File: src/rtl/cmd_engine.sv
// Host command engine for the 8-bit CPU core.
// Decodes byte commands, forces buses, strobes clocks and runs the CPU.
module cmd_engine #(
  parameter int DATA_W = 8,
  parameter int ADDR_W = 16,
  parameter int CW_W = 32,
  parameter int FLAG_W = 4,
  parameter logic [CW_W-1:0] CW_RESET = '0,
  parameter logic [7:0] ID_BYTE = 8'h56
) (
  input  logic              clk,
  input  logic              rst,
  input  logic [7:0]        rx_data,
  input  logic              rx_valid,
  output logic              rx_ready,
  output logic [7:0]        tx_data,
  output logic              tx_valid,
  input  logic              tx_ready,
  input  logic [DATA_W-1:0] bus_in,
  output logic [DATA_W-1:0] bus_out,
  output logic              bus_oe,
  input  logic [ADDR_W-1:0] addr_in,
  output logic [ADDR_W-1:0] addr_out,
  output logic              addr_oe,
  input  logic [FLAG_W-1:0] flags_in,
  input  logic [DATA_W-1:0] opcode_in,
  output logic [CW_W-1:0]   ctrl_word,
  output logic              ctrl_en,
  output logic              cpu_clk_en,
  output logic              cpu_iclk_en,
  output logic              cpu_rst,
  input  logic              brk,
  input  logic              hlt
);

  function automatic int max2(input int a, input int b);
    return (a > b) ? a : b;
  endfunction

  localparam int NB_D = (DATA_W + 7) / 8;
  localparam int NB_A = (ADDR_W + 7) / 8;
  localparam int NB_C = (CW_W + 7) / 8;
  localparam int NB_F = (FLAG_W + 7) / 8;
  localparam int RB = max2(max2(NB_A, NB_D), max2(NB_F, 2));
  localparam int AB = max2(max2(NB_A, NB_D), max2(NB_C, 2));
  localparam int RW = 8 * RB;
  localparam int AW = 8 * AB;

  localparam logic [2:0] S_IDLE  = 3'd0;
  localparam logic [2:0] S_ARG   = 3'd1;
  localparam logic [2:0] S_SEND  = 3'd3;
  localparam logic [2:0] S_PULSE = 3'd4;
  localparam logic [2:0] S_RUN   = 3'd5;

  logic [2:0]    state;
  logic [7:0]    cmd;
  logic [3:0]    arg_idx;
  logic [3:0]    arg_last;
  logic [AW-1:0] arg_sr;
  logic [AW-1:0] arg_now;
  logic [RW-1:0] tx_sr;
  logic [3:0]    tx_cnt;
  logic [1:0]    phase;
  logic          run_lim;
  logic [15:0]   steps;
  logic          abort_q;

  logic          fire;
  logic          exec;
  logic          abort_now;
  logic [7:0]    ecmd;
  logic [RW-1:0] resp_v;
  logic [3:0]    resp_n;
  logic          c_ab;
  logic          c_lim;
  logic [15:0]   c_n;
  logic          stop;
  logic [7:0]    code;

  function automatic logic [3:0] nb_of(input logic [7:0] c);
    case (c)
      "A":           nb_of = 4'(NB_A);
      "B":           nb_of = 4'(NB_D);
      "O", "M", "r": nb_of = 4'(NB_C);
      "S":           nb_of = 4'd2;
      default:       nb_of = 4'd0;
    endcase
  endfunction

  assign rx_ready = (state == S_IDLE) || (state == S_ARG)
                 || (state == S_RUN);
  assign fire = rx_valid & rx_ready;
  assign tx_data = tx_sr[7:0];
  assign abort_now = fire && (state == S_RUN)
                  && (rx_data == 8'h1B);

  always_comb begin
    ecmd = (state == S_ARG) ? cmd : rx_data;
    exec = fire && (((state == S_IDLE) && (nb_of(rx_data) == 4'd0))
        || ((state == S_ARG) && (arg_idx == arg_last)));
    arg_now = arg_sr;
    if (state == S_ARG) arg_now[{arg_idx, 3'b000} +: 8] = rx_data;
  end

  // Response value is sampled here, in the decode cycle.
  always_comb begin
    resp_v = '0;
    resp_n = 4'd0;
    case (ecmd)
      "I": begin resp_v = RW'(ID_BYTE);   resp_n = 4'd1; end
      "a": begin resp_v = RW'(addr_in);   resp_n = 4'(NB_A); end
      "b": begin resp_v = RW'(bus_in);    resp_n = 4'(NB_D); end
      "s": begin resp_v = RW'(flags_in);  resp_n = 4'(NB_F); end
      "r": begin resp_v = RW'(opcode_in); resp_n = 4'(NB_D); end
      "A", "B", "f", "O", "M", "N", 8'hFF,
      "c", "C", "T", "Z", "R", "S": resp_n = 4'd0;
      default: begin resp_v = RW'(8'h3F); resp_n = 4'd1; end
    endcase
  end

  // Tick-boundary stop check, shared by run entry and the run loop.
  always_comb begin
    if (state == S_RUN) begin
      c_ab  = abort_q | abort_now;
      c_lim = run_lim;
      c_n   = steps;
    end else begin
      c_ab  = 1'b0;
      c_lim = (ecmd == "S");
      c_n   = arg_now[15:0];
    end
    stop = 1'b1;
    code = 8'h00;
    if (c_ab)                      code = "A";
    else if (brk)                  code = "B";
    else if (hlt)                  code = "H";
    else if (c_lim && c_n == 16'd0) code = "S";
    else                           stop = 1'b0;
  end

  always_ff @(posedge clk or negedge rst) begin
    if (!rst) begin
      state       <= S_IDLE;
      cmd         <= 8'h00;
      arg_idx     <= 4'd0;
      arg_last    <= 4'd0;
      arg_sr      <= '0;
      tx_sr       <= '0;
      tx_cnt      <= 4'd0;
      tx_valid    <= 1'b0;
      phase       <= 2'd0;
      run_lim     <= 1'b0;
      steps       <= 16'd0;
      abort_q     <= 1'b0;
      bus_out     <= '0;
      bus_oe      <= 1'b0;
      addr_out    <= '0;
      addr_oe     <= 1'b0;
      ctrl_word   <= CW_RESET;
      ctrl_en     <= 1'b1;
      cpu_clk_en  <= 1'b0;
      cpu_iclk_en <= 1'b0;
      cpu_rst     <= 1'b0;
    end else begin
      case (state)
        S_IDLE, S_ARG: begin
          if (exec) begin
            state <= S_IDLE;
            if (resp_n != 4'd0) begin
              tx_sr    <= resp_v;
              tx_cnt   <= resp_n;
              tx_valid <= 1'b1;
              state    <= S_SEND;
            end
            case (ecmd)
              "A": begin
                addr_out <= arg_now[ADDR_W-1:0];
                addr_oe  <= 1'b1;
              end
              "B": begin
                bus_out <= arg_now[DATA_W-1:0];
                bus_oe  <= 1'b1;
              end
              "f": begin
                bus_oe  <= 1'b0;
                addr_oe <= 1'b0;
              end
              "O": begin
                bus_oe    <= 1'b0;
                addr_oe   <= 1'b0;
                ctrl_word <= arg_now[CW_W-1:0];
              end
              "M": ctrl_word <= arg_now[CW_W-1:0];
              "c": begin
                cpu_clk_en <= 1'b1;
                phase      <= 2'd3;
                state      <= S_PULSE;
              end
              "C": begin
                cpu_iclk_en <= 1'b1;
                phase       <= 2'd3;
                state       <= S_PULSE;
              end
              "Z": begin
                cpu_rst <= 1'b1;
                phase   <= 2'd3;
                state   <= S_PULSE;
              end
              "T": begin
                cpu_clk_en <= 1'b1;
                phase      <= 2'd1;
                state      <= S_PULSE;
              end
              "R", "S": begin
                run_lim <= c_lim;
                abort_q <= 1'b0;
                if (stop) begin
                  tx_sr    <= RW'({code, 8'h23});
                  tx_cnt   <= 4'd2;
                  tx_valid <= 1'b1;
                  state    <= S_SEND;
                end else begin
                  steps      <= c_lim ? c_n - 16'd1 : c_n;
                  ctrl_en    <= 1'b0;
                  cpu_clk_en <= 1'b1;
                  phase      <= 2'd1;
                  state      <= S_RUN;
                end
              end
              default: ;
            endcase
          end else if (fire && state == S_IDLE) begin
            cmd      <= rx_data;
            arg_idx  <= 4'd0;
            arg_last <= nb_of(rx_data) - 4'd1;
            arg_sr   <= '0;
            state    <= S_ARG;
          end else if (fire) begin
            arg_sr  <= arg_now;
            arg_idx <= arg_idx + 4'd1;
          end
        end
        S_SEND: begin
          if (tx_ready) begin
            tx_sr  <= tx_sr >> 8;
            tx_cnt <= tx_cnt - 4'd1;
            if (tx_cnt == 4'd1) begin
              tx_valid <= 1'b0;
              state    <= S_IDLE;
            end
          end
        end
        S_PULSE, S_RUN: begin
          if (abort_now) abort_q <= 1'b1;
          case (phase)
            2'd1: begin
              cpu_clk_en <= 1'b0;
              phase      <= 2'd2;
            end
            2'd2: begin
              cpu_iclk_en <= 1'b1;
              phase       <= 2'd3;
            end
            2'd3: begin
              cpu_clk_en  <= 1'b0;
              cpu_iclk_en <= 1'b0;
              cpu_rst     <= 1'b0;
              phase       <= 2'd0;
              if (state == S_PULSE) state <= S_IDLE;
            end
            default: begin
              // Gap cycle between ticks keeps strobes non-adjacent.
              if (stop) begin
                tx_sr    <= RW'({code, 8'h23});
                tx_cnt   <= 4'd2;
                tx_valid <= 1'b1;
                ctrl_en  <= 1'b1;
                state    <= S_SEND;
              end else begin
                cpu_clk_en <= 1'b1;
                phase      <= 2'd1;
                if (run_lim) steps <= steps - 16'd1;
              end
            end
          endcase
        end
        default: state <= S_IDLE;
      endcase
    end
  end

endmodule

File: config.mk
export PLATFORM = sky130hd
export DESIGN_NAME = cmd_engine
export DESIGN_NICKNAME = d
export VERILOG_FILES = /design/src/rtl/cmd_engine.sv
export SDC_FILE = /design/constraint.sdc
export NUM_CORES = 1
export LEC_CHECK = 0
export CORE_ASPECT_RATIO = 1.4
export CORE_MARGIN = 2
export CORE_UTILIZATION = 56
export DETAILED_ROUTE_END_ITERATION = 12
export GPL_ROUTABILITY_DRIVEN = 0
export HOLD_SLACK_MARGIN = 0.1
export PLACE_DENSITY = 0.88
export SETUP_SLACK_MARGIN = 0.05
export SLEW_MARGIN = 0
export SYNTH_ARGS = -nofsm -noshare
export SYNTH_HDL_FRONTEND = slang
export SYNTH_SLANG_ARGS = --single-unit
File: constraint.sdc
create_clock -name clk -period 5.65 [get_ports clk]
set_input_delay 1.13 -clock clk [delete_from_list [all_inputs] [get_ports clk]]
set_output_delay 1.13 -clock clk [all_outputs]
set_load 0.02 [all_outputs]
==> results.txt, run 1 <==
Cell count in the Yosys report: 1018
Final setup violation count: 0
Comb gate area: 4580 sq um
Status: completed
Signal buffers share of area: 13.3%
Dominant cell type by area after synthesis: dfrtp_1
Largest net degree at the start of global routing: 116
Via density: 6.36
Total gr overflow: 0
Worst Tran Pin Value: 1.09 ns
Hold depth: 2
Worst Setup SP: arg_idx[0]
Crit path max-delay family: simple AND/OR/NAND/NOR gates
Hold buffer count at CTS: 0
Hold Path Class: reg -> reg
Max H-tree Level: 4
Cycle use final: 93.3%
Top power group: combinational logic
Busiest grt layer: met2
Max-slew violation count: 0
PwrDens: 445 nW/um^2
Worst Path Buf+Inv: 3
Number of non-clock buffers: 150
Critical Path Sink: tx_sr[0]
Clock buffer cells: 18
Post-synth seq share: 43.2%
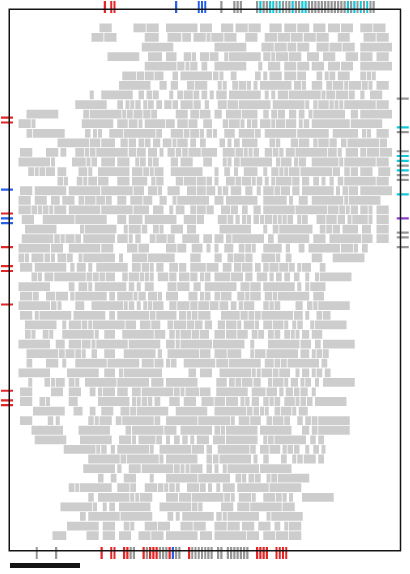
Fig. 1. I/O pins on the die edge (run 1).
Scale bar: 20 um. Pins as bars across the die edge, other pins in gray.
[ctrl_word] red | pins: 32 | direction: output | edge: 19 bottom, 10 left, 3 top
[rx_ready] purple | pins: 1 | direction: output | edge: right
[rx_data] blue | pins: 8 | direction: input | edge: 4 top, 3 left, 1 bottom
[addr_in] cyan | pins: 16 | direction: input | edge: 11 top, 5 right
all pins by edge: 48 top, 46 bottom, 15 right, 13 left
# port buffers: 121
Die Ht: 153 um

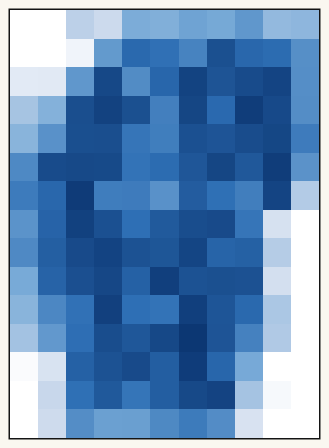
Fig. 2. Local utilization (run 1).
The die is cut into 11 by 15 equal tiles; white is low, dark blue is high, 0 to 100% covered.
mean over tiles: 63%
fullest tile: 97%
tiles over 75% full: 46%
emptiest ninth of the die: lower right
nearly empty tiles: 9.7%
Core Util, Final: 69.7%
FP Core Util: 57.1%

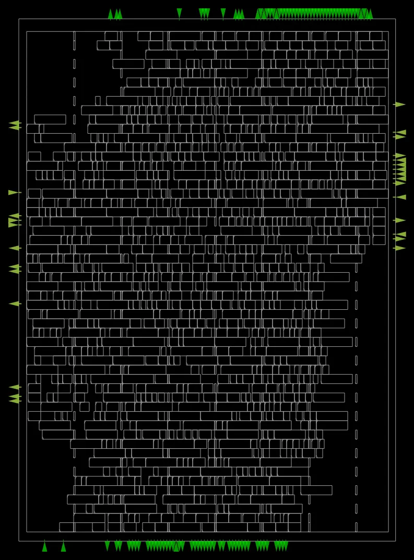
Fig. 3. Placement view (run 1).
core area: 15600 sq um
Tap Cells: 196
sequential share of cell area: 35.5%
Non-Filler Instances: 1321

==> run 1 -> run 2 <==
SLEW_MARGIN = not set   (was 0)
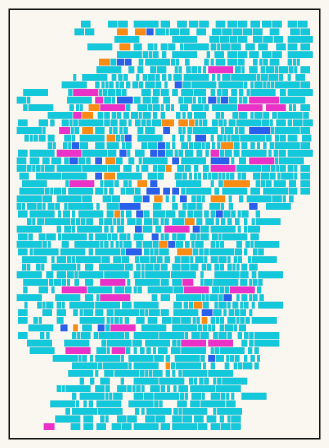
Fig. 4. Drive-strength map (run 2).
[drive 3 to 4] blue | cells: 41 | share: 3.6% | most used: buf_4
[drive 1 or less] cyan | cells: 1030 | share: 92% | most used: dfrtp_1
[drive 2] orange | cells: 27 | share: 2.4% | most used: mux2_2
[drive 6 and up] magenta | cells: 27 | share: 2.4% | most used: clkbuf_16
number of non-clock buffers: 150
post-route setup slack: 0.379 ns

==> results.txt, run 2 <==
Core Util, Final: 69.7%
Hold buffer count at CTS: 0
FP Core Util: 57.1%
Comb gate area: 4580 sq um
M2 GR Usage: 51.0%
Tap Cells: 196
Worst Setup SP: arg_idx[0]
Number of global-route vias before repair: 8151
Status: completed
Total gr overflow: 0
Via density: 6.36
Clock buffer cells: 18
Worst Path Buf+Inv: 3
Largest net degree at the start of global routing: 116
Sequential share of cell area: 35.5%
Die area: 17000 sq um
PwrDens: 445 nW/um^2
Top power group: combinational logic
Signal buffers share of area: 13.3%
Dominant cell type by area after synthesis: dfrtp_1
Max H-tree Level: 4
Hold depth: 2
Crit path max-delay family: simple AND/OR/NAND/NOR gates
Final setup violation count: 0
Cell count in the Yosys report: 1018
Ys flops: 154
# rows: 54
Busiest grt layer: met2
Post-synth seq share: 43.2%
Critical Path Sink: tx_sr[0]
# port buffers: 121
Core area: 15600 sq um
Top non-seq family: AND-OR/OR-AND gates
Max-slew violation count: 0
Hold Path Class: reg -> reg
Internal reg-to-reg setup slack: 0.38 ns
Worst Tran Pin Value: 1.09 ns
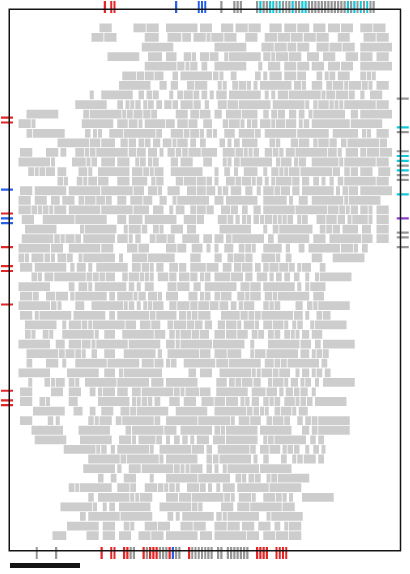
Fig. 5. I/O pins on the die edge (run 2).
Scale bar: 20 um. Pins as bars across the die edge, other pins in gray.
[addr_in] cyan | pins: 16 | direction: input | edge: 11 top, 5 right
[ctrl_word] red | pins: 32 | direction: output | edge: 19 bottom, 10 left, 3 top
[rx_data] blue | pins: 8 | direction: input | edge: 4 top, 3 left, 1 bottom
[rx_ready] purple | pins: 1 | direction: output | edge: right
all pins by edge: 48 top, 46 bottom, 15 right, 13 left
Die W: 111 um

Power and IR drop assume default switching activity.
